[src/rtl/sort_stream_bridge.sv]
// sort_stream_bridge: stream-side front end for the array bubble sorter.
// Collects DEPTH words from a valid/ready input stream and hands them to the
// sorter as one parallel array. Starts the sorter and waits for a fresh rising
// edge of its done level. Replays the sorted array on a valid/ready output
// stream and flags the last word of each job.
module sort_stream_bridge #(
    parameter int DEPTH   = 8,
    parameter int WIDTH   = 32,
    parameter int TIMEOUT = 4096
) (
    input  logic                   clk,
    input  logic                   rst,
    input  logic                   in_valid,
    input  logic [WIDTH-1:0]       in_data,
    output logic                   in_ready,
    output logic                   out_valid,
    output logic [WIDTH-1:0]       out_data,
    output logic                   out_last,
    input  logic                   out_ready,
    output logic                   sort_start,
    output logic [DEPTH*WIDTH-1:0] sort_data_in,
    input  logic [DEPTH*WIDTH-1:0] sort_data_out,
    input  logic                   sort_done,
    output logic                   busy,
    output logic                   err,
    output logic [15:0]            jobs
);

    localparam int IDX_W = $clog2(DEPTH) + 1;
    localparam int SEL_W = (DEPTH > 1) ? $clog2(DEPTH) : 1;
    localparam int TO_W  = $clog2(TIMEOUT + 1);
    localparam logic [IDX_W-1:0] LAST_IDX = IDX_W'(DEPTH - 1);
    localparam logic [TO_W-1:0]  TO_LIMIT = TO_W'(TIMEOUT);

    typedef enum logic [1:0] {
        S_FILL,
        S_START,
        S_WAIT,
        S_DRAIN
    } state_t;

    state_t           state_q, state_d;
    logic [IDX_W-1:0] wr_idx_q, wr_idx_d;
    logic [IDX_W-1:0] rd_idx_q, rd_idx_d;
    logic [TO_W-1:0]  to_cnt_q, to_cnt_d;
    logic             done_q;
    logic             err_q, err_d;
    logic [15:0]      jobs_q, jobs_d;
    logic             capture;

    logic [WIDTH-1:0] in_buf_q  [DEPTH];
    logic [WIDTH-1:0] in_buf_d  [DEPTH];
    logic [WIDTH-1:0] out_buf_q [DEPTH];
    logic [WIDTH-1:0] out_buf_d [DEPTH];

    logic [SEL_W-1:0] wr_sel;
    logic [SEL_W-1:0] rd_sel;

    assign wr_sel = wr_idx_q[SEL_W-1:0];
    assign rd_sel = rd_idx_q[SEL_W-1:0];

    // Handshake and status outputs are decoded from registered state only;
    // in_ready is additionally forced low while reset is held.
    assign in_ready   = (state_q == S_FILL) && !rst;
    assign out_valid  = (state_q == S_DRAIN);
    assign out_last   = (state_q == S_DRAIN) && (rd_idx_q == LAST_IDX);
    assign out_data   = out_buf_q[rd_sel];
    assign sort_start = (state_q == S_START);
    assign busy       = !((state_q == S_FILL) && (wr_idx_q == '0));
    assign err        = err_q;
    assign jobs       = jobs_q;

    // Flatten the collected words into the sorter's parallel input array.
    always_comb begin
        sort_data_in = '0;
        for (int i = 0; i < DEPTH; i++) begin
            sort_data_in[i*WIDTH +: WIDTH] = in_buf_q[i];
        end
    end

    // Next-state logic: collect, kick the sorter, wait for a fresh done edge
    // (or give up after TIMEOUT cycles counted from the start pulse), replay.
    always_comb begin
        state_d  = state_q;
        wr_idx_d = wr_idx_q;
        rd_idx_d = rd_idx_q;
        to_cnt_d = to_cnt_q;
        err_d    = err_q;
        jobs_d   = jobs_q;
        capture  = 1'b0;
        case (state_q)
            S_FILL: begin
                if (in_valid && in_ready) begin
                    if (wr_idx_q == LAST_IDX) begin
                        wr_idx_d = '0;
                        to_cnt_d = '0;
                        state_d  = S_START;
                    end else begin
                        wr_idx_d = wr_idx_q + 1'b1;
                    end
                end
            end
            S_START: begin
                to_cnt_d = TO_W'(1);
                state_d  = S_WAIT;
            end
            S_WAIT: begin
                if (sort_done && !done_q) begin
                    capture = 1'b1;
                    jobs_d  = jobs_q + 16'd1;
                    state_d = S_DRAIN;
                end else begin
                    if (to_cnt_q != TO_LIMIT) begin
                        to_cnt_d = to_cnt_q + 1'b1;
                    end
                    if (to_cnt_d == TO_LIMIT) begin
                        err_d   = 1'b1;
                        state_d = S_FILL;
                    end
                end
            end
            S_DRAIN: begin
                if (out_ready) begin
                    if (rd_idx_q == LAST_IDX) begin
                        rd_idx_d = '0;
                        state_d  = S_FILL;
                    end else begin
                        rd_idx_d = rd_idx_q + 1'b1;
                    end
                end
            end
            default: state_d = S_FILL;
        endcase
    end

    // Buffer updates: write the accepted input word, snapshot the sorted array.
    always_comb begin
        in_buf_d  = in_buf_q;
        out_buf_d = out_buf_q;
        if (in_valid && in_ready) begin
            in_buf_d[wr_sel] = in_data;
        end
        if (capture) begin
            for (int i = 0; i < DEPTH; i++) begin
                out_buf_d[i] = sort_data_out[i*WIDTH +: WIDTH];
            end
        end
    end

    // Control registers; reset abandons any job in flight.
    always_ff @(posedge clk or posedge rst) begin
        if (rst) begin
            state_q  <= S_FILL;
            wr_idx_q <= '0;
            rd_idx_q <= '0;
            to_cnt_q <= '0;
            done_q   <= 1'b0;
            err_q    <= 1'b0;
            jobs_q   <= '0;
        end else begin
            state_q  <= state_d;
            wr_idx_q <= wr_idx_d;
            rd_idx_q <= rd_idx_d;
            to_cnt_q <= to_cnt_d;
            done_q   <= sort_done;
            err_q    <= err_d;
            jobs_q   <= jobs_d;
        end
    end

    // Data buffers carry no reset; their contents only matter inside a job.
    always_ff @(posedge clk) begin
        in_buf_q  <= in_buf_d;
        out_buf_q <= out_buf_d;
    end

endmodule

[config.mk]
export PLATFORM = sky130hd
export DESIGN_NAME = sort_stream_bridge
export DESIGN_NICKNAME = d
export VERILOG_FILES = /design/src/rtl/sort_stream_bridge.sv
export SDC_FILE = /design/constraint.sdc
export NUM_CORES = 1
export LEC_CHECK = 0
export CAP_MARGIN = 20
export CORE_AREA = 3 3 235 237
export CTS_CLUSTER_SIZE = 28
export DETAILED_ROUTE_END_ITERATION = 8
export DIE_AREA = 0 0 238 240
export PLACE_DENSITY = 0.64
export SETUP_SLACK_MARGIN = 0.15
export SLEW_MARGIN = 20
export SYNTH_ARGS = -nofsm -noshare
export SYNTH_HDL_FRONTEND = slang
export SYNTH_SLANG_ARGS = --single-unit
[constraint.sdc]
create_clock -name clk -period 27.8 [get_ports clk]
set_clock_uncertainty 0.2 [all_clocks]
set_input_delay 5.56 -clock clk [delete_from_list [all_inputs] [get_ports clk]]
set_output_delay 5.56 -clock clk [all_outputs]
set_load 0.01 [all_outputs]
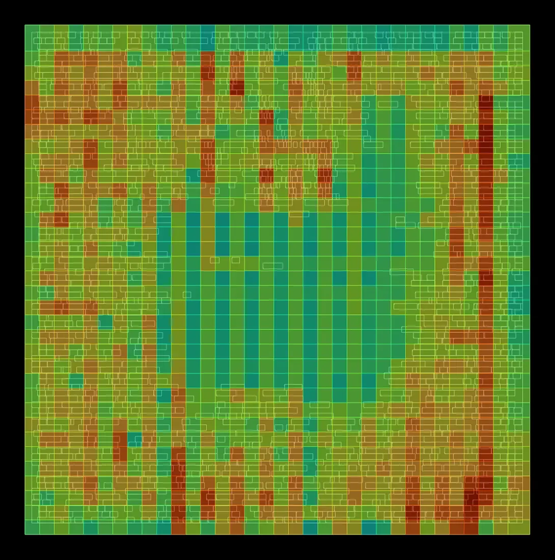
Figure 1: routing congestion.
met2 Use GR: 30.2%
final core utilization: 53.0%
M1 GR Usage: 21.1%
All-Layer GR Usage: 18.0%

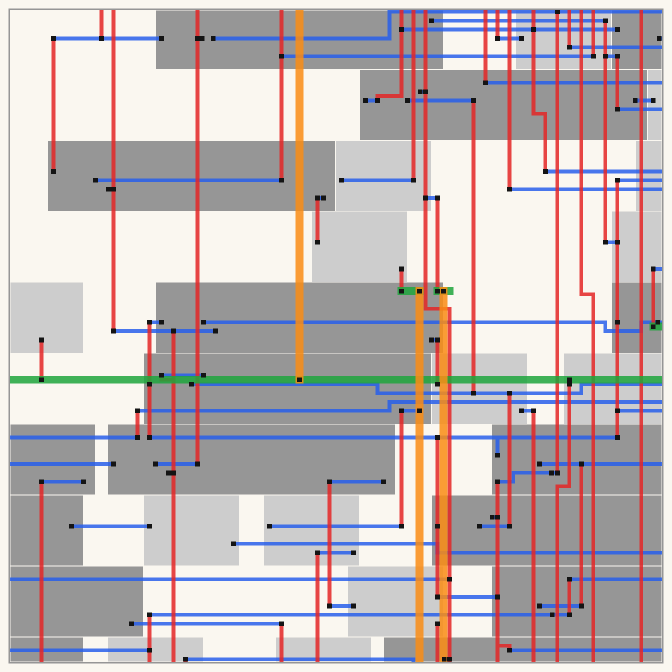
Figure 2: close-up of the layout.
Window x 166 to 191, y 48 to 73 um. Cells in grey, sequential cells in the stronger grey; small squares are vias.
[M1] blue
[M2] red
[M3] green
[M4] orange
most frequent: edfxtp_1 (9), clkdlybuf4s50_1 (8), clkbuf_1 (1)
sequential cells in the window: 9
cells with their middle in the window: 18
netlist names of flops here include: `sort_data_in` (9)

==> Slide: Implementation Results <==
Implementation Results

Status
  • Outcome: finished, final reports clean

Yosys
  • Area leader share: 78.0%
  • Area leader, netlist: edfxtp_1
  • Seq share, synth: 83.2%
  • Most frequent cell after synthesis: edfxtp_1
  • Yosys chip area: slightly below 20000 um2
  • Commonest cells post-synth: 512 x edfxtp_1, 64 x mux4_2, 41 x dfrtp_1
  • Syn_nets: 1197
  • Dominant register cell: edfxtp_1
  • Number of cells in Yosys stat: 893
  • Number of enable flip-flop cells: 512
  • Unique cell type count in the Yosys netlist: 51
  • Seq cells post-synth: approximately 550
  • Post-Syn Area per Cell: 22.1 um2
  • Synth Cell Area: 19700 um2
  • Synth warn: 0
  • Mapped Cells: 893
  • Fraction of registers with async set or reset after synthesis: 7.41%
  • Top cells by area: edfxtp_1 78%, mux4_2 7.3%, dfrtp_1 5.2%, mux2_2 2.1%, xnor2_1 0.71%

Clocking
  • CTS clk-pin slew, worst paths: 0.06 ns
  • CTS Sinks: 553
  • Root Driver: clkbuf_16
  • Clock buffer depth: 3
  • Post-CTS Setup Inserts: 0
  • CTS tree: built
  • Resize count post-CTS: 0
  • Clk_lat worst skew: ~0.6 ns
  • CTS Hold Buffers Added: 0
  • Htree depth: 2
  • Cts bufs inserted: 56

Global route
  • Vias in the first global route: between 10k and 15k
  • Congestion Overflow GR: 0
  • Largest net degree at the start of global routing: 90
  • Initial antenna violation count: 16
  • First-pass GRT wire length: 74700 um

Floorplan
  • Die H: between 200 and 250 um
  • Placement Rows: 85
  • Die Width: 238 um
  • FP Core Util: between 30% and 40%
  • IO Pins: roughly 600
  • Die Size: 57100 um2
  • Core area: ~53000 um2

Final timing
  • Setup ws final: 15.33 ns
  • Final setup vio count: 0
  • Fmax: ~80 MHz
  • Hold_ws: 0.276 ns
  • Fin crit period: 12.47 ns
  • Final hold violation count: 0
  • Unrepaired setup endpoints after global routing: false
  • Slew at the pin with the worst max-slew slack: 1.07 ns
  • Slew headroom: 28.4%
  • Tcrit/Tclk final: about 45%
  • Final Max Tran Viols: 0
  • Sum of negative setup slack: 0 ns

Detailed routing
  • DR vias/cell: 4.75
  • DRC viols: 0
  • DR iter-0 viols: ~750
  • DRT Pass-1 Iters: 4
  • Detail Route Antenna Nets: 0

Place
  • Routability cong.: 0.808
  • DP Cell Count: 2171
  • Worst Setup Slack post-DPL: between 15 and 20 ns
  • Port buffer count: around 600
  • Post-DP HPWL: 38400 um
  • Dpl cell area: between 20000 and 30000 um2

Pwr
  • PwrDens: 76.2 nW/um2
  • Worst-case vdd ir drop: 58.7 uV
  • Overall power: 2.16 mW
  • Cell leakage power: 9.46 nW

Setup path
  • Worst path depth: 3
  • R2R Path End: out_buf_q[28]
  • CP startpoint kind: primary input
  • Slowest cell on the critical path: clkdlybuf4s50_1
  • CP max FO: 3
  • Worst Setup SP: rst
  • Biggest cell delay along the critical path: approximately 0.55 ns
  • Critical path required time: 22.04 ns
  • Setup Crit Path Kind: in -> out
  • Cells along the critical path: clkdlybuf4s50_1 > nor2b_1 > clkdlybuf4s50_1
  • R2r worst-path depth: 5
  • CP delay by family, top: buffers and inverters
  • Crit path buf inv count: 2
  • Worst Setup EP: in_ready
  • Reg-to-Reg Start: state_q[0]
  • Crit end category: output pin
  • R2R Setup Slk: ~24 ns
  • Most frequent CP cell: clkdlybuf4s50_1
  • Arrival time at the worst endpoint: 6.71 ns

Cells and area
  • Nets@finish: 1839
  • Final design area excluding fillers: 28400 um2
  • Dominant logic cell type in the layout: clkdlybuf4s50_1
  • Synth-to-Final Area Change: 43.9%
  • Most numerous logic cells after layout: 602 x clkdlybuf4s50_1, 512 x edfxtp_1, 64 x mux4_2, 57 x clkbuf_16, 38 x dfrtp_1
  • Final Instance Count excl. Fillers: 2279
  • Fillcell total: 4225
  • Fraction of final layout cells with drive strength greater than 1: 13.6%

Hold path
  • HP Class: reg -> reg

Flow run
  • Tool warnings: 32
  • Max-Cap Viols: 0
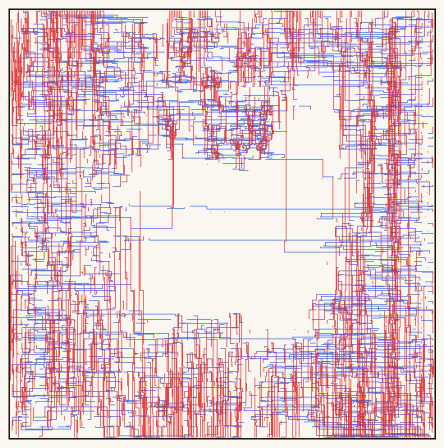
Figure 3: wiring by layer.
Two of the layers only.
[M1] blue | wire length: 19300 um
[M2] red | wire length: 25.9 mm
WL final: 52700 um
routed len/inst: 23.1 um

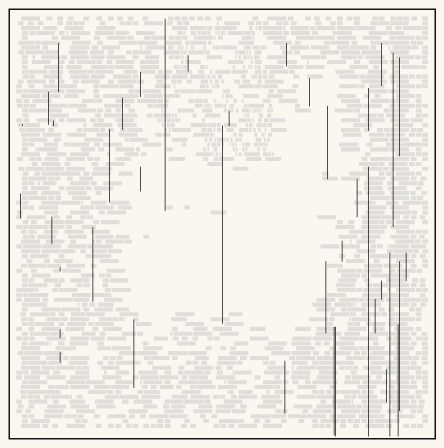
Figure 4: M4 wires.
Cells faint in the background.
wire length on this layer: 1450 um
longest straight run: 151 um
share of all routed wire: 2.7%
via count: 10.8k

## kinds of logic (layout without fill, tap and decap cells)
logic type / after synthesis / after routing / share of synthesized area (%)
flops: 553 / 553 / 83.2
xor+xnor: 22 / 22 / 0.977
mux: 102 / 102 / 9.51
buf+inv: 49 / 734 / 1.10
simple gates: 107 / 107 / 2.93
compound gates: 49 / 49 / 1.61
fa+ha+maj: 11 / 11 / 0.698
other cells: 0 / 5 / 0
## worst reg2reg max path, stage by stage (launching register included)
cell and delay [ns]:
dfrtp_1 0.44, inv_1 0.15, ha_1 0.33, and3b_4 0.34, buf_4 0.77, buf_6 0.78
## final cells by class
class                      count  area, um2  area share [%]
multi-input combinational    291       3160            11.1
antenna                        5       12.5          0.0441
tap                          696        871            3.07
sequential                   553      16400            57.8
clock inverter                32        223           0.785
timing repair buffer         616       6160            21.7
clock buffer                  69       1470            5.19
inverter                      17       63.8           0.225
## layer usage
layer	global-route usage [%]	wire length, um	vias up	share of wire (%)
met5	0	95	-	0.18
met4	5.50	1450	14	2.7
met3	7.71	5920	90	11
met2	30.2	25900	529	49
met1	21.1	19300	5311	37
li1	-	-	4886	-
## worst min path at each step
stage	start	endpoint	slack, ns	cells past startpoint
after CTS	jobs[15]	jobs[15]	0.28	1
after detailed placement	jobs[15]	jobs[15]	0.27	1
final	jobs[15]	jobs[15]	0.28	1
after global routing	err	err	0.31	1
after global placement	jobs[15]	jobs[15]	0.26	1
after floorplan	rd_idx_q[3]	rd_idx_q[3]	0.28	2
## sequential cells by signal, indices dropped and copies added (netlist names)
register      count
done_q            1
sort_data_in    256
state_q           2
out_buf_q       256
jobs             16
rd_idx_q          4
to_cnt_q         13
err               1
wr_idx_q          4
## where the power goes
group          internal [mW]  switching, mW
sequential             0.964         0.0284
combinational          0.256          0.216
clock                  0.394          0.305
Power figures rest on the tool's default switching activity, not on a simulated workload.
